Fig. 1: run 1, where the registers sit
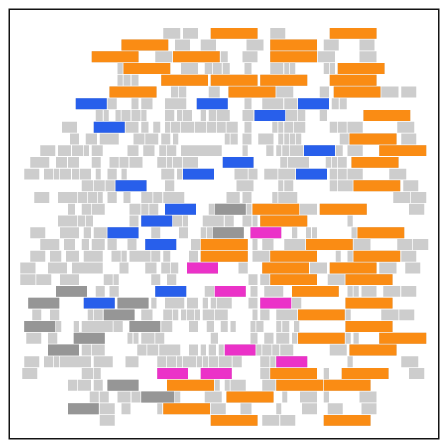
Fig. 2: run 1, signal metal coverage by tile
The bar under the picture is 20 um long. 20 x 20 tiles, from dark purple (low) to yellow (high), scaled to the fullest tile. Values are wire area over tile area, all layers added.
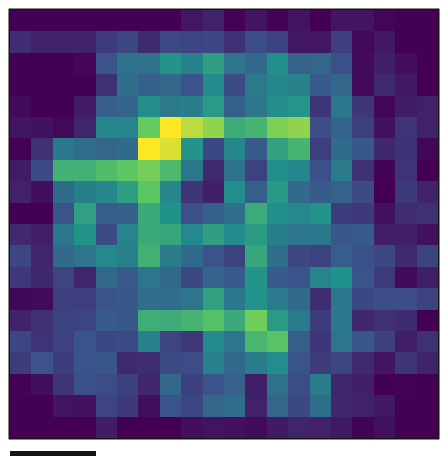
Fig. 3: run 1, cells by drive strength
The bar under the picture is 20 um long.
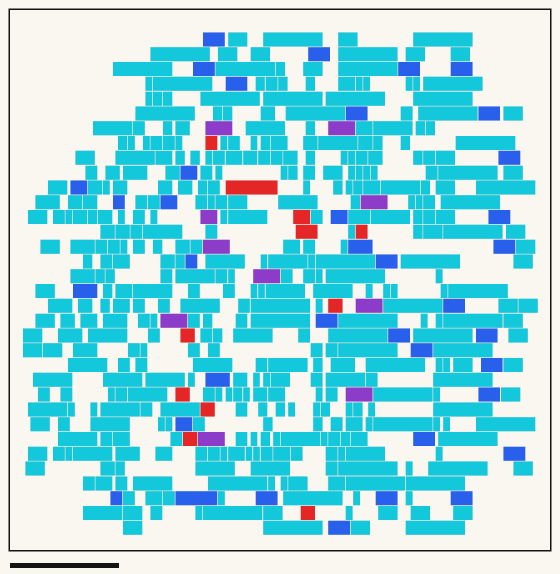
Fig. 4: run 1, clock distribution
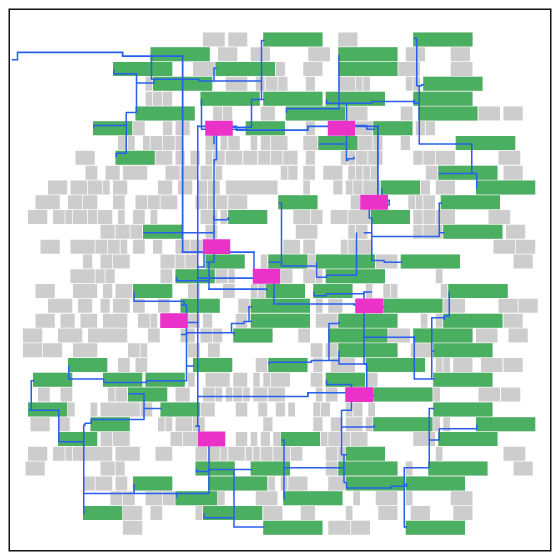
--- config.mk ---
export PLATFORM = sky130hd
export DESIGN_NAME = mac_accumulator
export DESIGN_NICKNAME = d
export VERILOG_FILES = /design/src/rtl/mac_pkg.sv /design/src/rtl/valid_delay_line.sv /design/src/rtl/mac_accumulator.sv
export SDC_FILE = /design/constraint.sdc
export NUM_CORES = 1
export LEC_CHECK = 0
export CORE_MARGIN = 2
export CORE_UTILIZATION = 50
export DETAILED_ROUTE_END_ITERATION = 10
export PLACE_DENSITY = 0.71
export SLEW_MARGIN = 10
export SYNTH_ARGS = -nofsm -noshare
export SYNTH_HDL_FRONTEND = slang
export SYNTH_SLANG_ARGS = --single-unit
--- constraint.sdc ---
create_clock -name clk -period 5.55 [get_ports clk]
set_input_delay 1.3875 -clock clk [delete_from_list [all_inputs] [get_ports clk]]
set_output_delay 1.3875 -clock clk [all_outputs]
set_load 0.005 [all_outputs]
--- src/rtl/mac_pkg.sv ---
// Shared constants and types for the MAC accumulator slice.
package mac_pkg;

    localparam int unsigned PROD_W       = 8;
    localparam int unsigned MULT_LAT_DEF = 3;
    localparam int unsigned ACC_W_DEF    = 16;
    localparam int unsigned CNT_W_DEF    = 8;

    // FIFO entries are sized for the widest supported build; narrower builds
    // zero-fill the upper bits.
    localparam int unsigned ACC_W_MAX = 32;
    localparam int unsigned CNT_W_MAX = 16;

    typedef struct packed {
        logic [ACC_W_MAX-1:0] sum;
        logic [CNT_W_MAX-1:0] count;
        logic                 ovf;
    } result_t;

    typedef enum logic [0:0] {
        StEmpty,
        StActive
    } acc_state_e;

endpackage

--- src/rtl/valid_delay_line.sv ---
// Shift register of {v,last} that shadows the multiplier pipeline and reports
// how many group-closing products are still in flight.
module valid_delay_line #(
    parameter int unsigned DEPTH = 3,
    parameter int unsigned CNT_W = $clog2(DEPTH + 1)
) (
    input  logic             clk,
    input  logic             rst_n,
    input  logic             issue_v,
    input  logic             issue_last,
    output logic             dv,
    output logic             dlast,
    output logic [CNT_W-1:0] inflight
);

    logic [DEPTH-1:0] v_q;
    logic [DEPTH-1:0] last_q;

    // Shift every cycle; last is stored already qualified by v.
    always_ff @(posedge clk) begin
        if (!rst_n) begin
            v_q    <= '0;
            last_q <= '0;
        end else begin
            v_q[0]    <= issue_v;
            last_q[0] <= issue_v && issue_last;
            for (int i = 1; i < int'(DEPTH); i++) begin
                v_q[i]    <= v_q[i-1];
                last_q[i] <= last_q[i-1];
            end
        end
    end

    assign dv    = v_q[DEPTH-1];
    assign dlast = last_q[DEPTH-1];

    // Count of closing products in any stage, including the one aligned with z.
    always_comb begin
        inflight = '0;
        for (int i = 0; i < int'(DEPTH); i++) begin
            inflight = inflight + CNT_W'(v_q[i] & last_q[i]);
        end
    end

endmodule

--- src/rtl/mac_accumulator.sv ---
// Dot-product accumulator behind the pipelined 4x4 multiplier. Completed group
// sums go through a 2-entry result buffer with a valid/ready handshake.
// Optional build macro MAC_ACC_SATURATE_EN: clamp the sum on overflow instead
// of wrapping. Supports ACC_W in [8, 32] and CNT_W up to 16.
module mac_accumulator
    import mac_pkg::*;
#(
    parameter int unsigned ACC_W    = ACC_W_DEF,
    parameter int unsigned CNT_W    = CNT_W_DEF,
    parameter int unsigned MULT_LAT = MULT_LAT_DEF
) (
    input  logic              clk,
    input  logic              rst_n,
    input  logic              in_valid,
    input  logic              in_last,
    output logic              in_ready,
    input  logic [PROD_W-1:0] z,
    output logic              out_valid,
    input  logic              out_ready,
    output logic [ACC_W-1:0]  out_sum,
    output logic [CNT_W-1:0]  out_count,
    output logic              out_ovf
);

    localparam int unsigned INFL_W = $clog2(MULT_LAT + 1);
    localparam int unsigned PEND_W = INFL_W + 2;

    logic              issue;
    logic              dv;
    logic              dlast;
    logic [INFL_W-1:0] inflight;

    assign issue = in_valid && in_ready;

    valid_delay_line #(
        .DEPTH (MULT_LAT),
        .CNT_W (INFL_W)
    ) u_delay (
        .clk        (clk),
        .rst_n      (rst_n),
        .issue_v    (issue),
        .issue_last (in_last),
        .dv         (dv),
        .dlast      (dlast),
        .inflight   (inflight)
    );

    acc_state_e       state_q, state_d;
    logic [ACC_W-1:0] acc_q, acc_d, acc_base, acc_sum;
    logic [ACC_W:0]   acc_ext;
    logic [CNT_W-1:0] cnt_q, cnt_d, cnt_sum;
    logic             ovf_q, ovf_d, ovf_sum;
    logic             push;
    logic             pop;
    result_t          push_entry;

    // Accumulate the aligned product; close the group and restart on dlast.
    always_comb begin
        state_d  = state_q;
        acc_d    = acc_q;
        cnt_d    = cnt_q;
        ovf_d    = ovf_q;
        acc_base = (state_q == StEmpty) ? '0 : acc_q;
        acc_ext  = {1'b0, acc_base} + (ACC_W + 1)'(z);
        ovf_sum  = ovf_q | acc_ext[ACC_W];
`ifdef MAC_ACC_SATURATE_EN
        // Once saturated, the sum stays pinned for the rest of the group.
        acc_sum  = ovf_sum ? '1 : acc_ext[ACC_W-1:0];
`else
        acc_sum  = acc_ext[ACC_W-1:0];
`endif
        cnt_sum  = cnt_q + CNT_W'(1);
        push     = dv && dlast;

        unique case (state_q)
            StEmpty:  if (dv && !dlast) state_d = StActive;
            StActive: if (dv && dlast)  state_d = StEmpty;
        endcase

        if (dv) begin
            if (dlast) begin
                acc_d = '0;
                cnt_d = '0;
                ovf_d = 1'b0;
            end else begin
                acc_d = acc_sum;
                cnt_d = cnt_sum;
                ovf_d = ovf_sum;
            end
        end

        push_entry                  = '0;
        push_entry.sum[ACC_W-1:0]   = acc_sum;
        push_entry.count[CNT_W-1:0] = cnt_sum;
        push_entry.ovf              = ovf_sum;
    end

    // Accumulator state registers.
    always_ff @(posedge clk) begin
        if (!rst_n) begin
            state_q <= StEmpty;
            acc_q   <= '0;
            cnt_q   <= '0;
            ovf_q   <= 1'b0;
        end else begin
            state_q <= state_d;
            acc_q   <= acc_d;
            cnt_q   <= cnt_d;
            ovf_q   <= ovf_d;
        end
    end

    result_t    mem_q [2];
    logic       wr_ptr_q;
    logic       rd_ptr_q;
    logic [1:0] occ_q;
    result_t    head;

    assign head      = mem_q[rd_ptr_q];
    assign out_valid = (occ_q != 2'd0);
    assign pop       = out_valid && out_ready;

    // Two-entry result FIFO; head entry drives the outputs.
    always_ff @(posedge clk) begin
        if (!rst_n) begin
            mem_q[0] <= '0;
            mem_q[1] <= '0;
            wr_ptr_q <= 1'b0;
            rd_ptr_q <= 1'b0;
            occ_q    <= 2'd0;
        end else begin
            if (push) begin
                mem_q[wr_ptr_q] <= push_entry;
                wr_ptr_q        <= ~wr_ptr_q;
            end
            if (pop) begin
                rd_ptr_q <= ~rd_ptr_q;
            end
            unique case ({push, pop})
                2'b10:   occ_q <= occ_q + 2'd1;
                2'b01:   occ_q <= occ_q - 2'd1;
                default: occ_q <= occ_q;
            endcase
        end
    end

    assign out_sum   = head.sum[ACC_W-1:0];
    assign out_count = head.count[CNT_W-1:0];
    assign out_ovf   = head.ovf;

    logic unused_head;
    assign unused_head = ^head;

    // Reserve a buffer slot for every closing product already issued.
    logic [PEND_W-1:0] pending;

    always_comb begin
        pending  = PEND_W'(occ_q) + PEND_W'(inflight);
        in_ready = (pending < PEND_W'(2));
    end

    a_no_push_when_full: assert property (
        @(posedge clk) disable iff (!rst_n) push |-> (occ_q != 2'd2)
    ) else $error("result buffer push while full");

endmodule

==> impl_metrics.toml, run 1 <==
# physical design summary
[worst_hold_path]
min_to = "u_delay.v_q[2]$_SDFF_PN0_"
min_path_cells = 1
hp-class = "flop to flop"
hp-start = "u_delay.v_q[1]$_SDFF_PN0_"

[pwr]
ir_drop_mv = 0.1138
power_density_mw_per_mm2 = 227.6

[yosys]
area_leaders = "edfxtp_1 (33%), dfxtp_1 (16%), mux2_2 (6.2%), and2_1 (4.6%), nor2_1 (3.5%)"
ys_top_cells_by_count = "edfxtp_1 (50), nor2_1 (42), dfxtp_1 (37), and2_1 (33), nand2_1 (32)"
edf_count = 50
synth_top_cell_by_count = "edfxtp_1"
synth-seq-cells = 87
synth.distinct_cells = 61
syn_area_per_cell_um2 = 10.38
top_area_frac = 0.3309
ys_area_mm2 = 0.004537
synthCells = 437
synth-async-reset-ratio = 0
syn_area_mm2 = 0.004537
yosysWarnings = 0
yosysSeqAreaShare = 0.4942
syn-num-nets = 463

[placed_design]
hpwlAfterDp_um = 6010
dp.cells = 565
place_congestion = 0.8357

[critical_path]
cp.depth = 6
ff2ff_path_depth = 8
required_ns = 4.16
endpoint = "in_ready"
crit_fanout = 8
critPathLaunchType = "flop"
critical-path-max-stage-delay_ns = 0.54
crit_top_cell = "fa_1"
crit_slowest_cell = "fa_1"
r2r_slack_ns = 2.52
crit_buf_inv = 1
crit_family = "adder cells"
critPathArrivalTime_ns = 2.84
cp_cell_sequence = "nand2_1 > fa_1 > nor2b_1 > fa_1 > nor2_1 > clkdlybuf4s50_1"

[cells_and_area]
nets = 494
final_cell_mix = "edfxtp_1 (50), nor2_1 (42), clkdlybuf4s50_1 (39)"
fin_cells = 581
fillCellCount = 727
layout_top_cell = "edfxtp_1"
antennaDiodeCount = 0
drive_above_1_share = 0.1226

[timing]
tightest_slew_ns = 0.8236
finalHoldViolations = 0
fmaxAchievable_mhz = 236.8
finalCriticalPeriod_ns = 4.224
finalSetupTns_ns = 0
relSlewSlack = 0.4502
setup-violations-final = 0

[floorplan]
die_area_mm2 = 0.009852
fp_util = 0.5177
core_area_mm2 = 0.008763
rows = 34
io_pins = 40
dieHeight_um = 99.26

[clocking]
cts_max_level = 3
cts_tree = "yes"
cts_sinks = 87
ctsHoldBuffers = 0
cts_made_buffers = 9
cts_root_buffer = "clkbuf_8"

[detailed_routing]
ant_nets = 0
drt_iter0_markers = 329
drt-pass1-iter-count = 4
vias_per_cell = 5.537

[grt]
grt_pass1_wl_um = 15060
antenna_found_initial = 0
grt_pass1_vias = 3021
overflow = 0
grtUsageTotal = 0.1925
grt_max_degree = 38

[flow_run]
cap_violations = 0

[status]
outcome = "finished clean"
About Fig. 1:
| colour | netlist name | sequential cells |
|---|---|---|
| magenta | `cnt_q` | 8 |
| blue | `acc_q` | 16 |
| orange | `mem_q` | 50 |
Core Util, Final: 0.5870
Flop area: 0.002243 mm^2
Seq power: 0.000702 W
fraction of area in registers: 0.4361

About Fig. 2:
tiles over half the peak: 12%
nearly empty tiles: 14%
fullest tile: 0.57
mean over tiles: 0.15
WL final: 9023 um
DR vias: 3,217
routed len/inst: 15.53 um

About Fig. 3:
| colour | size | cells | share |
|---|---|---|---|
| red | _3 and _4 cells | 11 | 2.3% |
| purple | _6 and larger | 10 | 2.1% |
| cyan | _0 and _1 cells | 415 | 88% |
| blue | _2 cells | 37 | 7.8% |
Signal buffers: 44
Synth-to-Final Area Change: 13.38%

About Fig. 4:
[magenta] clock drivers | count: 9
[green] flip-flops | count: 87
[blue] clock wires | length: 1,060 um
routed clock nets: 10
flops lie: spread over the die
clock share of power: 0.338
worst skew pair latency: 0.36 ns
Clk. pwr: 0.000396 W
Final Skew: 0.009915 ns

-- run 1: where the power goes --
part           switching (W)  internal [W]
clock               0.000231      0.000166
sequential        0.00000681      0.000695
combinational      0.0000362     0.0000363
-- run 1: cell type report --
cell class                      instances  area, um^2  area share
Timing Repair Buffer                   44       427.9     0.08319
Tap cell                              108       135.1     0.02627
Inverter                               11       41.29    0.008027
Clock inverter                          4       28.78    0.005595
Clock buffer                           12       135.1     0.02627
Sequential cell                        87        2243      0.4361
Multi-Input combinational cell        315        2132      0.4145
-- run 1: routing by layer --
layer	global-route usage	part of all wire	vias up
met5	0	0	-
met4	0.08325	0.012	0
met3	0.03795	0.066	10
met2	0.2723	0.44	83
met1	0.2873	0.49	1509
li1	-	-	1615
-- run 1: through the flow --
step	util	power, W	worst slack (ns)	hold slack (ns)	cell area, um^2
finish	0.5870	0.001171	1.326	0.4552	5144
global route	0.5870	0.001210	1.211	0.4679	5144
CTS	0.5868	0.001177	1.304	0.4562	5142
detailed placement	0.5681	0.0007898	1.570	0.4423	4979
global placement	0.5681	0.0007881	1.600	0.4362	4979
floorplan	-	0.0007558	2.082	0.4174	4537
-- run 1: cell families after synthesis --
logic type | share of synthesized area
AOI/OAI and AO/OA | 0.1236
xor gates and xnor gates | 0.02703
adders and majority gates | 0.04082
buffers and inverters | 0.03668
DFF | 0.4942
muxes | 0.07308
and+or+nand+nor | 0.2046
-- run 1: flip-flops by register name, indices dropped and copies added (netlist names), named ones only --
| name | cells |
|---|---|
| wr_ptr_q | 1 |
| ovf_q | 1 |
| occ_q | 2 |
| u_delay.last_q | 3 |
| rd_ptr_q | 1 |
| u_delay.v_q | 3 |
| cnt_q | 8 |
| mem_q | 50 |
| acc_q | 16 |
Fig. 5: run 1, cell placement
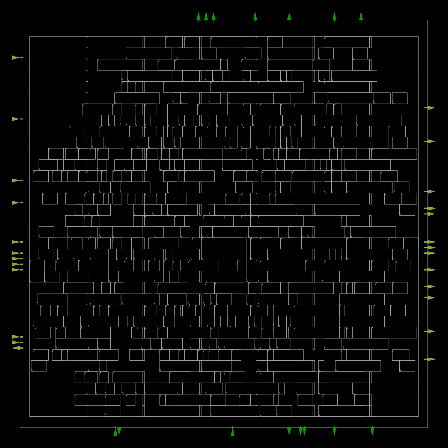

==> run 2: changes to the inputs <==
==> constraint.sdc (replaced) <==
create_clock -name clk -period 4.1 [get_ports clk]
set_input_delay 1.025 -clock clk [delete_from_list [all_inputs] [get_ports clk]]
set_output_delay 1.025 -clock clk [all_outputs]
set_load 0.005 [all_outputs]
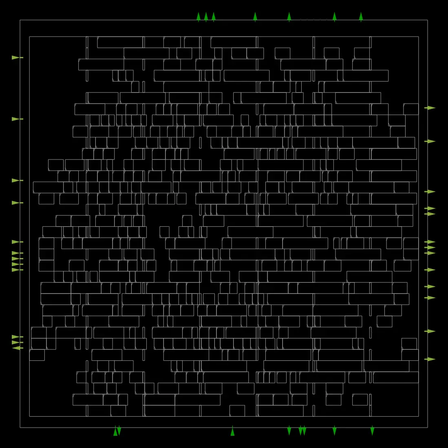
Fig. 6. Cell placement (run 2).
fraction of area in registers: 0.4344
Core Util, Final: 0.5889

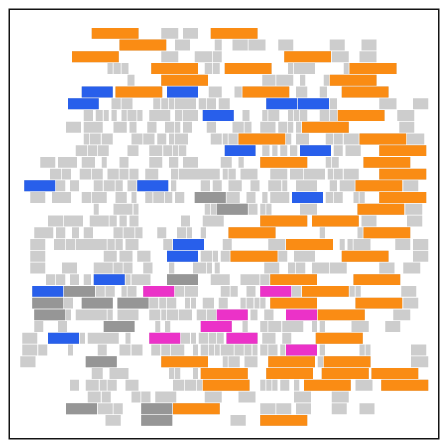
Fig. 7. Where the registers sit (run 2).
| colour | netlist name | sequential cells |
|---|---|---|
| blue | `acc_q` | 16 |
| magenta | `cnt_q` | 8 |
| orange | `mem_q` | 50 |
not coloured: 13
Flop area: 0.002242 mm^2
Seq power: 0.000950 W

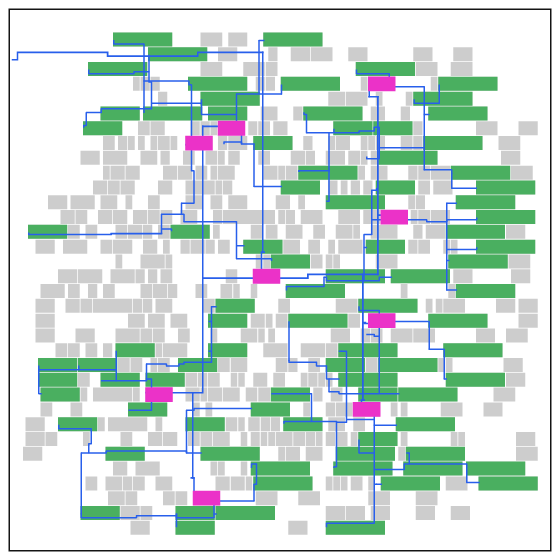
Fig. 8. Clock distribution (run 2).
[magenta] clock drivers | count: 9
[blue] clock wires | length: 1,090 um
[green] flip-flops | count: 87
routed clock nets: 10
clock share of power: 0.339
Clk. pwr: 0.000539 W
Final Skew: 0.01102 ns

==> run 2 against run 1 <==
Compared with the run above:
- wire length increased by 3.3%
- via count increased by 2.1%
- flip-flop count unchanged
- combinational power increased by 38%
- first-iteration DRC count decreased by 43%
- critical path type unchanged
==> impl_metrics.toml, run 2 <==
# physical design summary
[status]
outcome = "finished clean"

[clocking]
cts_root_buffer = "clkbuf_8"
ctsHoldBuffers = 0
cts_tree = "yes"
insertion_delay_ns = 0.36
cts_sinks = 87
cts_max_level = 3

[pwr]
sw_frac_of_total = 0.2290
seq_power_share = 0.598
ir_drop_mv = 0.1662
p_sw_w = 0.0003639
power_density_mw_per_mm2 = 307.9
powerComb_w = 0.0000997
power.internal_w = 0.001225
total_power_w = 0.001589

[timing]
hold_ws_ns = 0.4636
finalSetupTns_ns = 0
relSlewSlack = 0.4499
setup_slack_ns = 0.3848
fmaxAchievable_mhz = 269.2
finalHoldViolations = 0
finalCriticalPeriod_ns = 3.715

[placed_design]
post-place-ws_ns = 0.5057
hpwlAfterDp_um = 6462
dp.cells = 567
place_congestion = 0.8093
dpl-instance-area_mm2 = 0.004994

[critical_path]
crit_top_cell = "fa_1"
crit_slowest_cell = "clkdlybuf4s50_1"
cp.depth = 6
crit_family = "adder cells"
crit_buf_inv = 1
required_ns = 3.07
ff2ff_path_depth = 8
critical-path-max-stage-delay_ns = 0.51
critPathArrivalTime_ns = 2.69

[floorplan]
fp_util = 0.5177
rows = 34
core_area_mm2 = 0.008763
dieHeight_um = 99.26
io_pins = 40
die_area_mm2 = 0.009852

[yosys]
synth_top_cell_by_count = "edfxtp_1"
synth-adder-area-share = 0.04082
area_leaders = "edfxtp_1 (33%), dfxtp_1 (16%), mux2_2 (6.2%), and2_1 (4.6%), nor2_1 (3.5%)"
synth-async-reset-ratio = 0
synth-seq-cells = 87
yosysWarnings = 0
syn-num-nets = 463
syn_area_mm2 = 0.004537
top_logic_kind = "simple AND/OR/NAND/NOR gates"
yosys.area_share.simple = 0.2046
syn_area_per_cell_um2 = 10.38
ys_area_mm2 = 0.004537
edf_count = 50
synth.distinct_cells = 61
synthCells = 437
ys_sh_xor = 0.02703

[detailed_routing]
num_vias = 3283
ant_nets = 0
vias_per_cell = 5.631
drt_iter0_markers = 188
drt-pass1-iter-count = 4
wl_per_cell_um = 15.98
wl_um = 9319

[cells_and_area]
final_area_mm2 = 0.005161
antennaDiodeCount = 0
syn_to_final_growth_pct = 13.76
top_register = "mem_q"
largest_reg_flops = 50
fillCellCount = 751
top_regs = "mem_q (50), acc_q (16), cnt_q (8)"
layout_top_cell = "edfxtp_1"

[grt]
antenna_found_initial = 0
grtUsageTotal = 0.2030
grt_max_degree = 27
grt_pass1_vias = 3236

[worst_hold_path]
min_path_cells = 1
hp-class = "flop to flop"

[flow_run]
cap_violations = 0
==> run 2: cells by family (layout without fill, tap and decap cells) <==
kind of cell | after synthesis | count (layout)
buf+inv | 35 | 73
mux | 30 | 30
fa+ha+maj | 13 | 13
compound gates | 81 | 81
xor+xnor | 14 | 14
simple gates | 177 | 177
flops | 87 | 87
==> run 2: how the worst min path moves through the flow <==
| stage | from | endpoint | slack, ns |
|---|---|---|---|
| after floorplan | acc_q[7]$_SDFFE_PN0P_ | acc_q[7]$_SDFFE_PN0P_ | 0.42 |
| after global placement | acc_q[7]$_SDFFE_PN0P_ | acc_q[7]$_SDFFE_PN0P_ | 0.44 |
| after detailed placement | u_delay.last_q[0]$_SDFF_PN0_ | u_delay.last_q[1]$_SDFF_PN0_ | 0.45 |
| after CTS | u_delay.last_q[0]$_SDFF_PN0_ | u_delay.last_q[1]$_SDFF_PN0_ | 0.47 |
| after global routing | acc_q[13]$_SDFFE_PN0P_ | acc_q[13]$_SDFFE_PN0P_ | 0.48 |
| final | u_delay.last_q[0]$_SDFF_PN0_ | u_delay.last_q[1]$_SDFF_PN0_ | 0.46 |
==> run 2: layout make-up <==
class	count	area [um^2]	area share
repair buffers	46	442.9	0.08582
clock inverters	4	22.52	0.004364
well taps	108	135.1	0.02618
multi-input cells	315	2132	0.4131
inverters	11	41.29	0.008000
clock buffers	12	145.1	0.02812
flip-flops and latches	87	2242	0.4344
==> run 2: metal layers <==
metal,global-route usage,routed length (um),vias to the layer above
li1,-,-,1617
met1,0.2882,4495,1575
met2,0.3134,4197,78
met3,0.03022,468,13
met4,0.08325,158,0
met5,0,0,-
Power figures rest on the tool's default switching activity, not on a simulated workload.
